[src/rtl/rs_gf16_pkg.sv]
// Shared GF(16) constants, helpers and controller state type for the RS(15,11) syndrome stage.
package rs_gf16_pkg;

    // Reduction taps of x^4 + x + 1 (x^4 folds back to x + 1).
    localparam logic [3:0] GF_POLY = 4'b0011;

    localparam int unsigned SYM_W = 4;
    localparam int unsigned N_SYM = 15;
    localparam int unsigned N_SYN = 4;

    // alpha^i for i = 0..14, handy reference for anyone checking syndrome values.
    localparam logic [3:0] ALPHA_POW [0:14] = '{
        4'd1, 4'd2, 4'd4, 4'd8, 4'd3, 4'd6, 4'd12, 4'd11,
        4'd5, 4'd10, 4'd7, 4'd14, 4'd15, 4'd13, 4'd9
    };

    typedef enum logic [1:0] {
        IDLE  = 2'd0,
        ACCUM = 2'd1,
        DONE  = 2'd2
    } state_e;

    // Single multiply by alpha: shift left and reduce when the top bit falls out.
    function automatic logic [SYM_W-1:0] mul_alpha(input logic [SYM_W-1:0] a);
        return {a[SYM_W-2:0], 1'b0} ^ (a[SYM_W-1] ? GF_POLY : 4'b0000);
    endfunction

endpackage

[src/rtl/gf_mult_alpha_pow.sv]
// Combinational multiply of a GF(16) element by the constant alpha^POW.
module gf_mult_alpha_pow
    import rs_gf16_pkg::*;
#(
    parameter int unsigned POW = 1
) (
    input  logic [SYM_W-1:0] a_i,
    output logic [SYM_W-1:0] p_o
);

    // Apply the alpha step POW times; unrolls into a small XOR network.
    always_comb begin
        p_o = a_i;
        for (int unsigned k = 0; k < POW; k++) begin
            p_o = mul_alpha(p_o);
        end
    end

endmodule

[src/rtl/rs_syndrome_ctrl.sv]
// Syndrome sequencer for RS(15,11): serial symbol intake, four Horner accumulators,
// and a held result with handshake toward the key-equation stage.
module rs_syndrome_ctrl
    import rs_gf16_pkg::*;
(
    input  logic                   CLK,
    input  logic                   RST,
    input  logic                   IN_VALID,
    output logic                   IN_READY,
    input  logic [SYM_W-1:0]       SYM_IN,
    output logic                   SYN_VALID,
    input  logic                   SYN_READY,
    output logic [N_SYN*SYM_W-1:0] SYN_OUT,
    output logic                   ERR_DET,
    output logic [3:0]             SYM_CNT
);

    localparam logic [3:0] LAST_CNT = 4'(N_SYM - 1);

    state_e                          state_q, state_d;
    logic [N_SYN-1:0][SYM_W-1:0]     syn_q, syn_d;
    logic [3:0]                      cnt_q, cnt_d;
    logic                            err_q, err_d;

    logic [SYM_W-1:0]                mul_out [N_SYN];
    logic [N_SYN-1:0][SYM_W-1:0]     syn_acc;
    logic                            in_ready;
    logic                            accept;

    // S_j uses alpha^j, j = 1..N_SYN.
    for (genvar j = 0; j < N_SYN; j++) begin : g_mult
        gf_mult_alpha_pow #(
            .POW(j + 1)
        ) u_mult (
            .a_i(syn_q[j]),
            .p_o(mul_out[j])
        );
    end

    // Horner step for every accumulator.
    always_comb begin
        syn_acc = '0;
        for (int j = 0; j < N_SYN; j++) begin
            syn_acc[j] = mul_out[j] ^ SYM_IN;
        end
    end

    assign in_ready = (state_q != DONE) && !RST;
    assign accept   = IN_VALID && in_ready;

    // Next-state logic for FSM, frame counter, accumulators and error flag.
    always_comb begin
        state_d = state_q;
        syn_d   = syn_q;
        cnt_d   = cnt_q;
        err_d   = err_q;
        unique case (state_q)
            IDLE: begin
                if (accept) begin
                    // Accumulators are zero here, so loading equals the Horner step.
                    for (int j = 0; j < N_SYN; j++) begin
                        syn_d[j] = SYM_IN;
                    end
                    cnt_d   = 4'd1;
                    state_d = ACCUM;
                end
            end
            ACCUM: begin
                if (accept) begin
                    syn_d = syn_acc;
                    if (cnt_q == LAST_CNT) begin
                        cnt_d   = 4'd0;
                        err_d   = |syn_acc;
                        state_d = DONE;
                    end else begin
                        cnt_d = cnt_q + 4'd1;
                    end
                end
            end
            DONE: begin
                if (SYN_READY) begin
                    syn_d   = '0;
                    err_d   = 1'b0;
                    state_d = IDLE;
                end
            end
            default: begin
                state_d = IDLE;
                syn_d   = '0;
                cnt_d   = 4'd0;
                err_d   = 1'b0;
            end
        endcase
    end

    // State register with synchronous reset discarding any partial or held frame.
    always_ff @(posedge CLK) begin
        if (RST) begin
            state_q <= IDLE;
            syn_q   <= '0;
            cnt_q   <= 4'd0;
            err_q   <= 1'b0;
        end else begin
            state_q <= state_d;
            syn_q   <= syn_d;
            cnt_q   <= cnt_d;
            err_q   <= err_d;
        end
    end

    assign IN_READY  = in_ready;
    assign SYN_VALID = (state_q == DONE);
    assign SYN_OUT   = syn_q;
    assign ERR_DET   = err_q;
    assign SYM_CNT   = cnt_q;

endmodule

[config.mk]
export PLATFORM = sky130hd
export DESIGN_NAME = rs_syndrome_ctrl
export DESIGN_NICKNAME = d
export VERILOG_FILES = /design/src/rtl/rs_gf16_pkg.sv /design/src/rtl/gf_mult_alpha_pow.sv /design/src/rtl/rs_syndrome_ctrl.sv
export SDC_FILE = /design/constraint.sdc
export NUM_CORES = 1
export LEC_CHECK = 0
export CELL_PAD_IN_SITES_DETAIL_PLACEMENT = 1
export CELL_PAD_IN_SITES_GLOBAL_PLACEMENT = 2
export CORE_MARGIN = 2
export CORE_UTILIZATION = 26
export DETAILED_ROUTE_END_ITERATION = 10
export GPL_ROUTABILITY_DRIVEN = 0
export PLACE_DENSITY = 0.8
export SKIP_CTS_REPAIR_TIMING = 1
export SLEW_MARGIN = 20
export SYNTH_ARGS = -nofsm -noshare
export SYNTH_HDL_FRONTEND = slang
export SYNTH_HIERARCHICAL = 1
export SYNTH_SLANG_ARGS = --single-unit
[constraint.sdc]
create_clock -name CLK -period 1.85 [get_ports CLK]
set_input_delay 0.185 -clock CLK [delete_from_list [all_inputs] [get_ports CLK]]
set_output_delay 0.185 -clock CLK [all_outputs]
set_load 0.01 [all_outputs]
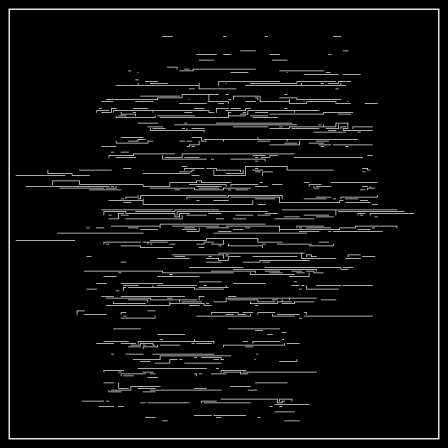
(images/m1.png)
longest straight run: 29.0 µm
wire length on this layer: 2190 µm
share of all routed wire: 50%
main direction: horizontal
nets with wire on the layer: 203

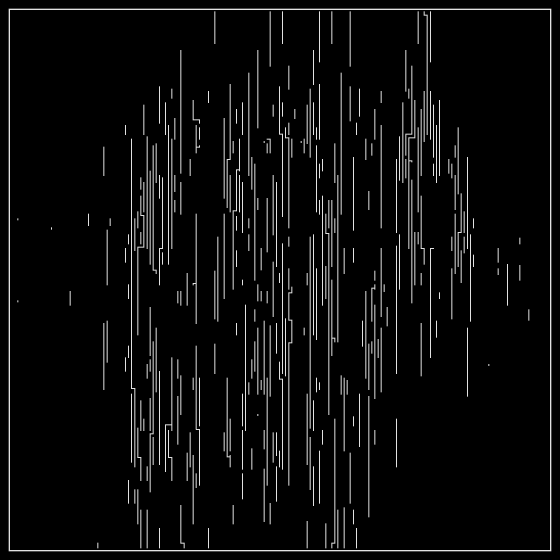
(images/m2.png)
share of all routed wire: 46%
main direction: vertical

==> flow_summary.yaml <==
# generated from flow reports
global_route:
  grtUsageMet2_pct: 23.25
  use_met3_pct: 1.685
critical_path:
  cp-start-kind: "flip-flop"
  worst-path-buf-inv: 1
  critical_path.endpoint_type: "flip-flop"
  crit_chain: "inv_2 -> ha_4 -> and3_4 -> or4b_4 -> or3b_4 -> a21oi_2"
power_and_ir_drop:
  top_power_group: "sequential cells"
  p_seq_share_pct: 46.1
  p_leak_uw: 0.0007867
  powerDensity_nw_per_um2: 583.2
  p_int_uw: 831.4
  ir_drop_v: 0.0002343
  switchingPower_uw: 359.6
logic_synthesis:
  ys_warn_count: 6
  common_cells: "23 x dfxtp_1, 22 x xor2_1, 21 x nor2_1"
  aoi_share_pct: 15.56
hold_path:
  min_path_cells: 5
final_timing:
  rsz0062_at_grt: "yes"
  setup_tns_ns: 0
  fin_skew_ns: 0.005302
  fmax_mhz: 547.3
place:
  post-place-ws_ns: -0.2887
outcome:
  status: "finished, final reports clean"
finish:
  inverters: 2
  syn_to_final_growth_pct: 33.66
  antenna_cells: 0
  clock_area_share_pct: 2.267
  largest_cell_class: "combinational gates"
  sh_comb_area_pct: 47.12
  largest_register_ffs: 16
clock_network:
  clock_sinks: 23
  clock.latency.late_pin_ns: 0.27
  cts_buffers: 3
detailed_routing:
  drtAntennaViolNets: 0
  first_pass_iters: 4
floorplan:
  tap_cells: 72
